==> src/rtl/wbm_template_if.sv <==
// Command/response port and Wishbone master signals of wbm_template.
// The master modport is the block's view; the slave modport is the environment's view.
interface wbm_template_if #(
  parameter int BUS_DATA_WIDTH = 32,
  parameter int BUS_ADDR_WIDTH = 8
);
  localparam int BYTE_EN_WIDTH = BUS_DATA_WIDTH / 8;

  logic                      cmd_valid_i;
  logic                      cmd_ready_o;
  logic                      cmd_we_i;
  logic [BUS_ADDR_WIDTH-1:0] cmd_adr_i;
  logic [BUS_DATA_WIDTH-1:0] cmd_dat_i;
  logic [BYTE_EN_WIDTH-1:0]  cmd_sel_i;

  logic                      rsp_valid_o;
  logic [BUS_DATA_WIDTH-1:0] rsp_dat_o;
  logic                      rsp_err_o;
  logic                      rsp_timeout_o;

  logic                      wbm_cyc_o;
  logic                      wbm_stb_o;
  logic                      wbm_we_o;
  logic [BYTE_EN_WIDTH-1:0]  wbm_sel_o;
  logic [BUS_ADDR_WIDTH-1:0] wbm_adr_o;
  logic [BUS_DATA_WIDTH-1:0] wbm_dat_o;
  logic [BUS_DATA_WIDTH-1:0] wbm_dat_i;
  logic                      wbm_ack_i;
  logic                      wbm_err_i;

  modport master (
    input  cmd_valid_i, cmd_we_i, cmd_adr_i, cmd_dat_i, cmd_sel_i,
    input  wbm_dat_i, wbm_ack_i, wbm_err_i,
    output cmd_ready_o, rsp_valid_o, rsp_dat_o, rsp_err_o, rsp_timeout_o,
    output wbm_cyc_o, wbm_stb_o, wbm_we_o, wbm_sel_o, wbm_adr_o, wbm_dat_o
  );

  modport slave (
    output cmd_valid_i, cmd_we_i, cmd_adr_i, cmd_dat_i, cmd_sel_i,
    output wbm_dat_i, wbm_ack_i, wbm_err_i,
    input  cmd_ready_o, rsp_valid_o, rsp_dat_o, rsp_err_o, rsp_timeout_o,
    input  wbm_cyc_o, wbm_stb_o, wbm_we_o, wbm_sel_o, wbm_adr_o, wbm_dat_o
  );
endinterface

==> src/rtl/wbm_template.sv <==
// Single-transfer Wishbone classic master: one valid/ready command becomes one
// bus cycle, answered by a one-cycle response strobe carrying data or error/timeout.
module wbm_template #(
  parameter int BUS_DATA_WIDTH = 32,
  parameter int BUS_ADDR_WIDTH = 8,
  parameter int TIMEOUT_CYCLES = 16
) (
  input  logic           wb_clk_i,
  input  logic           wb_rst_i,
  wbm_template_if.master bus
);
  localparam int BYTE_EN_WIDTH = BUS_DATA_WIDTH / 8;
  localparam int CNT_WIDTH = $clog2(TIMEOUT_CYCLES + 1);
  localparam logic [CNT_WIDTH-1:0] CNT_LAST = CNT_WIDTH'(TIMEOUT_CYCLES - 1);

  typedef enum logic [1:0] {IDLE, BUS, RESP, DRAIN} state_t;

  state_t                    state, state_nxt;
  logic [CNT_WIDTH-1:0]      cnt, cnt_nxt;
  logic                      cmd_ready, cmd_ready_nxt;
  logic                      cyc, cyc_nxt;
  logic                      we, we_nxt;
  logic [BYTE_EN_WIDTH-1:0]  sel, sel_nxt;
  logic [BUS_ADDR_WIDTH-1:0] adr, adr_nxt;
  logic [BUS_DATA_WIDTH-1:0] dat, dat_nxt;
  logic                      rsp_valid, rsp_valid_nxt;
  logic [BUS_DATA_WIDTH-1:0] rsp_dat, rsp_dat_nxt;
  logic                      rsp_err, rsp_err_nxt;
  logic                      rsp_timeout, rsp_timeout_nxt;
  logic                      slave_busy;

  assign slave_busy = bus.wbm_ack_i | bus.wbm_err_i;

  always_ff @(posedge wb_clk_i) begin
    if (wb_rst_i) begin
      state       <= IDLE;
      cnt         <= '0;
      cmd_ready   <= 1'b1;
      cyc         <= 1'b0;
      we          <= 1'b0;
      sel         <= '0;
      adr         <= '0;
      dat         <= '0;
      rsp_valid   <= 1'b0;
      rsp_dat     <= '0;
      rsp_err     <= 1'b0;
      rsp_timeout <= 1'b0;
    end else begin
      state       <= state_nxt;
      cnt         <= cnt_nxt;
      cmd_ready   <= cmd_ready_nxt;
      cyc         <= cyc_nxt;
      we          <= we_nxt;
      sel         <= sel_nxt;
      adr         <= adr_nxt;
      dat         <= dat_nxt;
      rsp_valid   <= rsp_valid_nxt;
      rsp_dat     <= rsp_dat_nxt;
      rsp_err     <= rsp_err_nxt;
      rsp_timeout <= rsp_timeout_nxt;
    end
  end

  // The same counter bounds both the wait for ack/err and the wait for its release.
  always_comb begin
    state_nxt       = state;
    cnt_nxt         = cnt;
    cyc_nxt         = cyc;
    we_nxt          = we;
    sel_nxt         = sel;
    adr_nxt         = adr;
    dat_nxt         = dat;
    rsp_valid_nxt   = 1'b0;
    rsp_dat_nxt     = rsp_dat;
    rsp_err_nxt     = rsp_err;
    rsp_timeout_nxt = rsp_timeout;
    case (state)
      IDLE: begin
        if (bus.cmd_valid_i && cmd_ready) begin
          we_nxt    = bus.cmd_we_i;
          sel_nxt   = bus.cmd_sel_i;
          adr_nxt   = bus.cmd_adr_i;
          dat_nxt   = bus.cmd_dat_i;
          cyc_nxt   = 1'b1;
          cnt_nxt   = '0;
          state_nxt = BUS;
        end
      end
      BUS: begin
        if (bus.wbm_err_i) begin
          state_nxt       = RESP;
          cyc_nxt         = 1'b0;
          rsp_valid_nxt   = 1'b1;
          rsp_err_nxt     = 1'b1;
          rsp_timeout_nxt = 1'b0;
          rsp_dat_nxt     = '0;
        end else if (bus.wbm_ack_i) begin
          state_nxt       = RESP;
          cyc_nxt         = 1'b0;
          rsp_valid_nxt   = 1'b1;
          rsp_err_nxt     = 1'b0;
          rsp_timeout_nxt = 1'b0;
          rsp_dat_nxt     = we ? '0 : bus.wbm_dat_i;
        end else if (cnt == CNT_LAST) begin
          state_nxt       = RESP;
          cyc_nxt         = 1'b0;
          rsp_valid_nxt   = 1'b1;
          rsp_err_nxt     = 1'b1;
          rsp_timeout_nxt = 1'b1;
          rsp_dat_nxt     = '0;
        end else begin
          cnt_nxt = cnt + CNT_WIDTH'(1);
        end
      end
      RESP: begin
        cnt_nxt   = '0;
        state_nxt = slave_busy ? DRAIN : IDLE;
      end
      DRAIN: begin
        if (!slave_busy || cnt == CNT_LAST) begin
          state_nxt = IDLE;
        end else begin
          cnt_nxt = cnt + CNT_WIDTH'(1);
        end
      end
      default: state_nxt = IDLE;
    endcase
    cmd_ready_nxt = (state_nxt == IDLE);
  end

  assign bus.cmd_ready_o   = cmd_ready;
  assign bus.rsp_valid_o   = rsp_valid;
  assign bus.rsp_dat_o     = rsp_dat;
  assign bus.rsp_err_o     = rsp_err;
  assign bus.rsp_timeout_o = rsp_timeout;
  assign bus.wbm_cyc_o     = cyc;
  assign bus.wbm_stb_o     = cyc;
  assign bus.wbm_we_o      = we;
  assign bus.wbm_sel_o     = sel;
  assign bus.wbm_adr_o     = adr;
  assign bus.wbm_dat_o     = dat;
endmodule
==> src/flat_wrapper.sv <==
// flat-port wrapper written by rule: the top's interface ports become plain ports
module wbm_template_flat 
#(
  parameter int BUS_DATA_WIDTH = 32,
  parameter int BUS_ADDR_WIDTH = 8,
  parameter int TIMEOUT_CYCLES = 16
)
  (wb_clk_i, wb_rst_i, bus_cmd_valid_i, bus_cmd_we_i, bus_cmd_adr_i, bus_cmd_dat_i, bus_cmd_sel_i, bus_wbm_dat_i, bus_wbm_ack_i, bus_wbm_err_i, bus_cmd_ready_o, bus_rsp_valid_o, bus_rsp_dat_o, bus_rsp_err_o, bus_rsp_timeout_o, bus_wbm_cyc_o, bus_wbm_stb_o, bus_wbm_we_o, bus_wbm_sel_o, bus_wbm_adr_o, bus_wbm_dat_o);
  wbm_template_if #(.BUS_DATA_WIDTH(BUS_DATA_WIDTH), .BUS_ADDR_WIDTH(BUS_ADDR_WIDTH)) bus_i ();
  input  logic wb_clk_i;
  input  logic wb_rst_i;
  input wire logic [$bits(bus_i.cmd_valid_i)-1:0] bus_cmd_valid_i;
  input wire logic [$bits(bus_i.cmd_we_i)-1:0] bus_cmd_we_i;
  input wire logic [$bits(bus_i.cmd_adr_i)-1:0] bus_cmd_adr_i;
  input wire logic [$bits(bus_i.cmd_dat_i)-1:0] bus_cmd_dat_i;
  input wire logic [$bits(bus_i.cmd_sel_i)-1:0] bus_cmd_sel_i;
  input wire logic [$bits(bus_i.wbm_dat_i)-1:0] bus_wbm_dat_i;
  input wire logic [$bits(bus_i.wbm_ack_i)-1:0] bus_wbm_ack_i;
  input wire logic [$bits(bus_i.wbm_err_i)-1:0] bus_wbm_err_i;
  output wire logic [$bits(bus_i.cmd_ready_o)-1:0] bus_cmd_ready_o;
  output wire logic [$bits(bus_i.rsp_valid_o)-1:0] bus_rsp_valid_o;
  output wire logic [$bits(bus_i.rsp_dat_o)-1:0] bus_rsp_dat_o;
  output wire logic [$bits(bus_i.rsp_err_o)-1:0] bus_rsp_err_o;
  output wire logic [$bits(bus_i.rsp_timeout_o)-1:0] bus_rsp_timeout_o;
  output wire logic [$bits(bus_i.wbm_cyc_o)-1:0] bus_wbm_cyc_o;
  output wire logic [$bits(bus_i.wbm_stb_o)-1:0] bus_wbm_stb_o;
  output wire logic [$bits(bus_i.wbm_we_o)-1:0] bus_wbm_we_o;
  output wire logic [$bits(bus_i.wbm_sel_o)-1:0] bus_wbm_sel_o;
  output wire logic [$bits(bus_i.wbm_adr_o)-1:0] bus_wbm_adr_o;
  output wire logic [$bits(bus_i.wbm_dat_o)-1:0] bus_wbm_dat_o;
  assign bus_i.cmd_valid_i = bus_cmd_valid_i;
  assign bus_i.cmd_we_i = bus_cmd_we_i;
  assign bus_i.cmd_adr_i = bus_cmd_adr_i;
  assign bus_i.cmd_dat_i = bus_cmd_dat_i;
  assign bus_i.cmd_sel_i = bus_cmd_sel_i;
  assign bus_i.wbm_dat_i = bus_wbm_dat_i;
  assign bus_i.wbm_ack_i = bus_wbm_ack_i;
  assign bus_i.wbm_err_i = bus_wbm_err_i;
  assign bus_cmd_ready_o = bus_i.cmd_ready_o;
  assign bus_rsp_valid_o = bus_i.rsp_valid_o;
  assign bus_rsp_dat_o = bus_i.rsp_dat_o;
  assign bus_rsp_err_o = bus_i.rsp_err_o;
  assign bus_rsp_timeout_o = bus_i.rsp_timeout_o;
  assign bus_wbm_cyc_o = bus_i.wbm_cyc_o;
  assign bus_wbm_stb_o = bus_i.wbm_stb_o;
  assign bus_wbm_we_o = bus_i.wbm_we_o;
  assign bus_wbm_sel_o = bus_i.wbm_sel_o;
  assign bus_wbm_adr_o = bus_i.wbm_adr_o;
  assign bus_wbm_dat_o = bus_i.wbm_dat_o;
  wbm_template #(.BUS_DATA_WIDTH(BUS_DATA_WIDTH), .BUS_ADDR_WIDTH(BUS_ADDR_WIDTH), .TIMEOUT_CYCLES(TIMEOUT_CYCLES)) u_core (.wb_clk_i(wb_clk_i), .wb_rst_i(wb_rst_i), .bus(bus_i));
endmodule
==> config.mk <==
export PLATFORM = sky130hd
export DESIGN_NAME = wbm_template_flat
export DESIGN_NICKNAME = d
export VERILOG_FILES = /design/src/rtl/wbm_template_if.sv /design/src/rtl/wbm_template.sv /design/src/flat_wrapper.sv
export SDC_FILE = /design/constraint.sdc
export NUM_CORES = 1
export LEC_CHECK = 0
export ABC_AREA = 1
export CAP_MARGIN = 10
export CORE_MARGIN = 2
export CORE_UTILIZATION = 37
export CTS_CLUSTER_DIAMETER = 120
export DETAILED_ROUTE_END_ITERATION = 7
export HOLD_SLACK_MARGIN = 0.02
export PLACE_DENSITY = 0.82
export SLEW_MARGIN = 20
export SYNTH_ARGS = -nofsm -noshare
export SYNTH_HDL_FRONTEND = slang
export SYNTH_SLANG_ARGS = --single-unit
==> constraint.sdc <==
create_clock -name wb_clk_i -period 1.79 [get_ports wb_clk_i]
set_input_delay 0.2685 -clock wb_clk_i [delete_from_list [all_inputs] [get_ports wb_clk_i]]
set_output_delay 0.2685 -clock wb_clk_i [all_outputs]
set_load 0.02 [all_outputs]
Figure 1. Pin placement (run 1).
Pins as bars across the die edge, other pins in grey.
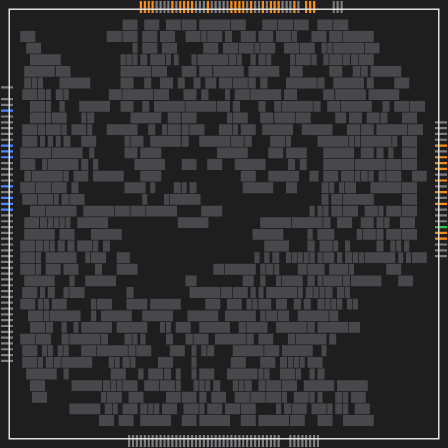
[bus_wbm_adr_o] blue | pins: 8 | direction: output | edge: left
[bus_rsp_timeout_o] green | pins: 1 | direction: output | edge: right
[bus_wbm_dat_i] orange | pins: 32 | direction: input | edge: 23 top, 9 right
all pins by edge: 47 left, 47 bottom, 47 top, 24 right

Figure 2. Met4 routing (run 1).
Bar = 20 um.
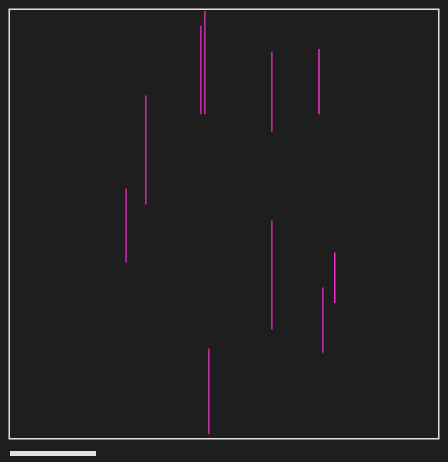
main direction: vertical
wire length on this layer: 191 um
nets with wire on the layer: 9
total number of vias: 3390
Routed WL: 9.631 mm

Figure 3. Routed clock nets over the placement (run 1).
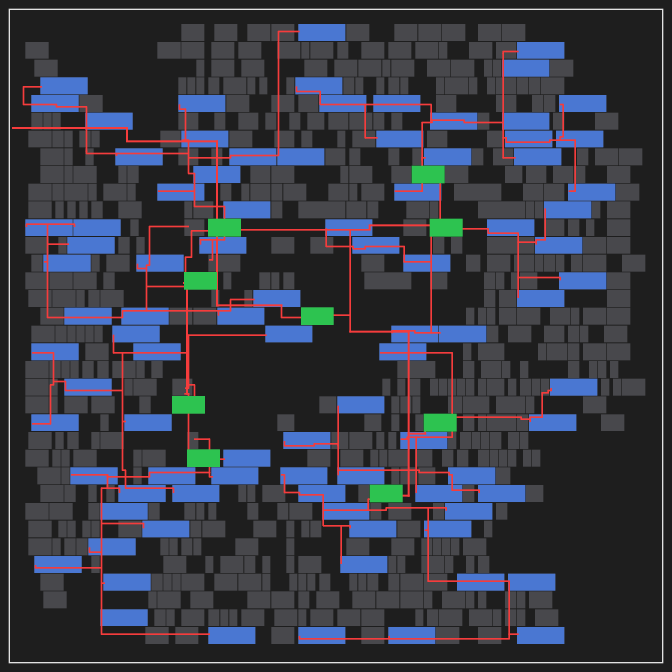
[flip-flops] blue | count: 89
[clock wires] red | length: 1060 um
[clock-net drivers] green | count: 9
routed clock nets: 10
clk_skew: 8.257 ps
Clk. pwr: 1.27 mW
Late-Pin Clk Latency: 350 ps
clock share of power: 25.4%

[run 1: cell usage in the layout, fill, tap and decap left out, types with 2 or more instances in the layout]
master	instances
inv_1	9
nor2_1	101
clkinv_2	3
dfxtp_1	89
inv_2	3
buf_12	4
clkdlybuf4s50_1	164
ha_1	2
nand3_1	35
nor2_4	2
clkbuf_8	10
a21oi_1	6
o21ai_0	54
nand2_1	53
clkinvlp_4	2
buf_4	13
o21ai_2	30
[run 1: state kept, by name, indices dropped and copies added (netlist names), 2 cells and up]
register and count:
u_core.bus.rsp_dat_o 32, u_core.bus.wbm_adr_o 8, u_core.state 2, u_core.bus.wbm_sel_o 4
u_core.cnt 5, u_core.bus.wbm_dat_o 32
[run 1: repair_timing]
action / CTS / global route
endpoints found under the setup margin: 0 / 32
hold buffers: 0 / 0
resized: 0 / 3
hold endpoints to repair: 0 / 0
[run 1: report_power, final]
| group | leakage [nW] | internal, mW | switching, mW |
|---|---|---|---|
| combinational | 1.29 | 0.665 | 0.760 |
| clock | 0.0887 | 0.545 | 0.727 |
| sequential | 0.728 | 2.19 | 0.117 |
[run 1: logic make-up (layout without fill, tap and decap cells)]
family                     count (synthesis)  after routing
buffers and inverters                     41            210
AOI/OAI and AO/OA                         91             91
DFF                                       89             89
and+or+nand+nor                          198            198
adders and majority gates                  2              2
[run 1: metal layers]
layer  vias up  GRT usage, %  share of wire (%)
met2       102         34.20                 51
met3        21         5.710                6.8
met4         0         7.482                2.0
met1      1570         22.14                 40
met5         -             0                  0
li1       1697             -                  -
[run 1: worst register-to-register path, delay by kind of cell, from the launching register on]
family / cells / cell delay (ps)
buffers and inverters: 3 / 380
AND-OR/OR-AND: 2 / 250
flip-flops: 1 / 340
adder cells (fa/ha/maj): 2 / 430
AND/OR/NAND/NOR: 2 / 190
[run 1: area by class of cell]
type	count	area [um2]
clock buffers	10	137.6
clock inverters	6	42.54
fillers	794	3699
inverters	13	50.05
multi-input cells	291	1440
flip-flops and latches	89	1782
well taps	111	138.9
repair buffers	181	1819
[run 1: final timing paths]
path | startpoint | end | depth (start not counted)
setup reg to reg | u_core.cnt[1]$_SDFFE_PP0P_ | u_core.bus.rsp_dat_o[18]$_SDFFE_PP0P_ | 9
hold / removal | u_core.bus.rsp_timeout_o$_SDFFE_PP0P_ | u_core.bus.rsp_timeout_o$_SDFFE_PP0P_ | 2
setup / recovery | u_core.cnt[1]$_SDFFE_PP0P_ | u_core.bus.rsp_dat_o[18]$_SDFFE_PP0P_ | 9
hold reg to reg | u_core.bus.rsp_timeout_o$_SDFFE_PP0P_ | u_core.bus.rsp_timeout_o$_SDFFE_PP0P_ | 2
[run 1: per-stage QoR]
step | hold WS, ps | instances
2_1_floorplan | 403.4 | 421
3_3_place_gp | 456.7 | 685
3_5_place_dp | 466.6 | 685
4_1_cts | 473.5 | 701
5_1_grt | 461.0 | 701
6_report | 484.3 | 701
==> flow_summary.yaml, run 1 <==
# yosys + openroad results
critical_path:
  required_ps: 2030
  crit_chain: "ha_1 > inv_1 > nor3_1 > ha_1 > o21ai_2 > clkinv_2 > nand2_8 > buf_12 > o21ai_2"
  cp.arrival_ps: 1920
  critPathTopFamily: "adder cells"
  cp-end-kind: "flip-flop"
  slowest_stage: "dfxtp_1"
  critPathBufInv: 3
  critPathMaxStageDelay_ps: 340
  startpoint_type: "flip-flop"
  crit_fanout: 11
floorplan:
  coreArea_mm2: 0.009109
  die_x_um: 100.0
  chip_area_mm2: 0.01001
  initial_core_util_pct: 37.46
  num_io_pins: 165
  rows: 35
  die_y_um: 100.0
logic_synthesis:
  top_area_share_pct: 52.22
  async_flop_share_pct: 0
  syn_nets: 505
  ys_cells: 421
  synth-seq-cells: 89
  ys_types: 24
  adder_share_pct: 0.7334
  ys_sh_aoi_pct: 16.76
  logic_family: "simple AND/OR/NAND/NOR gates"
  yosys_warnings: 0
  synthMuxAreaShare_pct: 0
  top_cell: "nor2_1"
  xor_share_pct: 0
  synthTopCellsByCount: "nor2_1, dfxtp_1, nand2_1, o21ai_0, nand3_1"
  synth-edff-count: 0
  syn_area_mm2: 0.003412
  netlist_top_cells_area: "dfxtp_1, nor2_1, o21ai_0"
  synth_cells: 421
  ys_area_mm2: 0.003412
  dominantRegCellSynth: "dfxtp_1"
  ys_sh_simple_pct: 24.17
  syn_avg_cell_area_um2: 8.105
timing:
  slew_viol_final: 0
  worst_pin_slew_ps: 346.8
  rsz0062_at_grt: "false"
  period_minus_slack_ps: 1673
  tns_ps: 0
  max_freq_mhz: 597.6
  hold_viol_final: 0
  setup_viol: 0
  maxSlewHeadroom_pct: 76.84
  final.period_utilization_pct: 93.49
cts:
  htreeDepth: 3
  cts_sinks: 89
  post-cts-setup-buffer-count: 0
  cts_tree: "yes"
  cts_buffers: 9
  cts_root_buf: "clkbuf_8"
pwr:
  p_per_area_mw_per_mm2: 924.3
  ir_drop_mv: 0.5240
  leakagePower_nw: 2.107
  power_mw: 5.001
cells_and_area:
  final_util_pct: 59.40
  nets: 669
  num_antenna_cells: 0
  finalInstanceArea_mm2: 0.005410
  area_delta_synth_final_pct: 58.56
hold_path:
  hold_class: "reg -> reg"
placement:
  portBuffers: 164
  post-dp-hpwl_mm: 7.190
  place_area_mm2: 0.005214
  place_ws_ps: 73.64
  place_congestion: 0.9036
detailed_routing:
  antenna_left: 0
  route.detailed.drc: 0
  viasPerCell: 4.836
  drt_iter0_markers: 100
global_routing:
  grt_pass1_vias: 3438
  grt_util_all_layers_pct: 19.40
  grt_max_degree: 37
outcome:
  outcome: "completed"
job:
  maxCapViolCount: 0
==> run 2: changes to the inputs <==
--- a/config.mk
+++ b/config.mk
@@ -12,6 +12,7 @@
 export CTS_CLUSTER_DIAMETER = 120
 export DETAILED_ROUTE_END_ITERATION = 7
 export HOLD_SLACK_MARGIN = 0.02
+export MAX_ROUTING_LAYER = met4
 export PLACE_DENSITY = 0.82
 export SLEW_MARGIN = 20
 export SYNTH_ARGS = -nofsm -noshare
Figure 4. Pin placement (run 2).
Pins as bars across the die edge, other pins in grey.
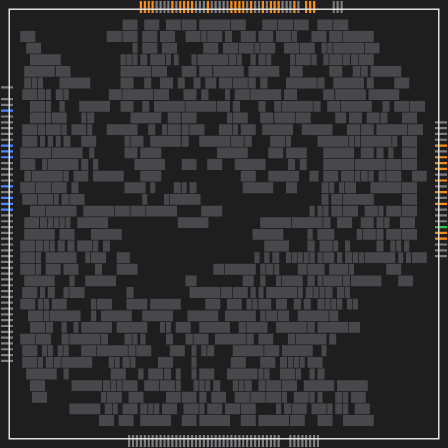
[bus_wbm_adr_o] blue | pins: 8 | direction: output | edge: left
[bus_wbm_dat_i] orange | pins: 32 | direction: input | edge: 23 top, 9 right
[bus_rsp_timeout_o] green | pins: 1 | direction: output | edge: right

==> flow_summary.yaml, run 2 <==
# yosys + openroad results
outcome:
  outcome: "completed"
global_routing:
  grt_pass1_vias: 3447
  grt_util_all_layers_pct: 19.96
  grt_max_degree: 37
cts:
  cts_buffers: 9
  cts_tree: "yes"
  cts_root_buf: "clkbuf_8"
  htreeDepth: 3
logic_synthesis:
  dominantRegCellSynth: "dfxtp_1"
  ys_cells: 421
  top_cell: "nor2_1"
  ys_sh_aoi_pct: 16.76
  netlist_top_cells_area: "dfxtp_1, nor2_1, o21ai_0"
  top_area_share_pct: 52.22
  adder_share_pct: 0.7334
  yosys_warnings: 0
  ys_types: 24
  syn_avg_cell_area_um2: 8.105
  async_flop_share_pct: 0
  synthTopCellsByCount: "nor2_1, dfxtp_1, nand2_1, o21ai_0, nand3_1"
  synthMuxAreaShare_pct: 0
  synth_cells: 421
timing:
  worst_pin_slew_ps: 346.6
  final.period_utilization_pct: 93.49
  hold_viol_final: 0
  setup_viol: 0
  hold_ws_ps: 483.8
  maxSlewHeadroom_pct: 76.86
cells_and_area:
  register_area_mm2: 0.001782
  mostFrequentLayoutCells: "clkdlybuf4s50_1, nor2_1, dfxtp_1"
  logic_area_mm2: 0.001440
  nets: 669
  final_common_cell: "clkdlybuf4s50_1"
  finalInstanceArea_mm2: 0.005410
hold_path:
  hold_class: "reg -> reg"
  hold_depth: 2
placement:
  portBuffers: 164
  post-dp-hpwl_mm: 7.190
  place_ws_ps: 73.64
critical_path:
  r2r_cells: 9
  cp-end-kind: "flip-flop"
  startpoint_type: "flip-flop"
  cp.arrival_ps: 1920
  required_ps: 2030
pwr:
  ir_drop_mv: 0.5219
  leakagePower_nw: 2.107
floorplan:
  die_y_um: 100.0
  rows: 35
  num_io_pins: 165
  initial_core_util_pct: 37.46
  chip_area_mm2: 0.01001
job:
  maxCapViolCount: 0
detailed_routing:
  antenna_left: 0
Figure 5. Met4 routing (run 2).
Bar = 20 um.
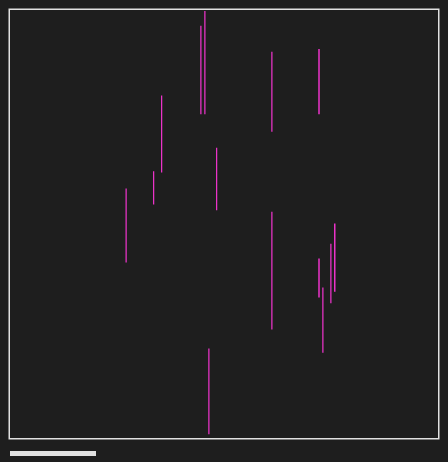
nets with wire on the layer: 11
longest straight run: 27.2 um
share of all routed wire: 2.4%
main direction: vertical
Routed WL: 9.609 mm
total number of vias: 3399

==> run 2: area by class of cell <==
cell class / instances / area share, %
clock buffers: 10 / 2.544
clock inverters: 6 / 0.7863
inverters: 13 / 0.9251
multi-input cells: 291 / 26.62
flip-flops and latches: 89 / 32.93
well taps: 111 / 2.567
repair buffers: 181 / 33.63
==> run 2: final timing paths <==
| path | startpoint | to | slack [ps] |
|---|---|---|---|
| max reg2reg | u_core.cnt[1]$_SDFFE_PP0P_ | u_core.bus.rsp_dat_o[18]$_SDFFE_PP0P_ | 120 |
| max | u_core.cnt[1]$_SDFFE_PP0P_ | u_core.bus.rsp_dat_o[18]$_SDFFE_PP0P_ | 120 |
| min reg2reg | u_core.bus.rsp_timeout_o$_SDFFE_PP0P_ | u_core.bus.rsp_timeout_o$_SDFFE_PP0P_ | 480 |
| min | u_core.bus.rsp_timeout_o$_SDFFE_PP0P_ | u_core.bus.rsp_timeout_o$_SDFFE_PP0P_ | 480 |
==> run 2: worst max-delay path, cell delays in order, from the launching register on <==
cell      delay [ps]
dfxtp_1          340
ha_1             200
inv_1             80
nor3_1            50
ha_1             230
o21ai_2          180
clkinv_2         140
nand2_8          140
buf_12           150
o21ai_2           50
==> run 2: power breakdown <==
| group | switching, mW | internal (mW) | total [mW] |
|---|---|---|---|
| Combinational | 0.761 | 0.665 | 1.43 |
| Clock | 0.722 | 0.545 | 1.27 |
| Sequential | 0.118 | 2.19 | 2.30 |
| Total | 1.60 | 3.40 | 5.00 |
==> run 2: cells by family after synthesis <==
group,count (synthesis)
simple gates,198
flops,89
compound gates,91
fa+ha+maj,2
buf+inv,41
==> run 2: repair_timing <==
item                                    CTS  global route
hold endpoints to repair                  0             0
resized                                   0             3
endpoints found under the setup margin    0            32
hold buffers                              0             0
==> run 2: metal layers <==
| layer | up-vias | global-route usage [%] | part of all wire, % |
|---|---|---|---|
| li1 | 1698 | - | - |
| met1 | 1562 | 22.67 | 41 |
| met2 | 110 | 34.15 | 51 |
| met3 | 29 | 4.875 | 6.1 |
| met4 | 0 | 7.482 | 2.4 |
| met5 | - | - | 0 |
==> run 2: stage by stage <==
| step | std cells | power, mW |
|---|---|---|
| 2_1_floorplan | 421 | 3.054 |
| 3_3_place_gp | 685 | 3.731 |
| 3_5_place_dp | 685 | 3.767 |
| 4_1_cts | 701 | 5.044 |
| 5_1_grt | 701 | 5.267 |
| 6_report | 701 | 4.996 |
Power and IR drop assume default switching activity.
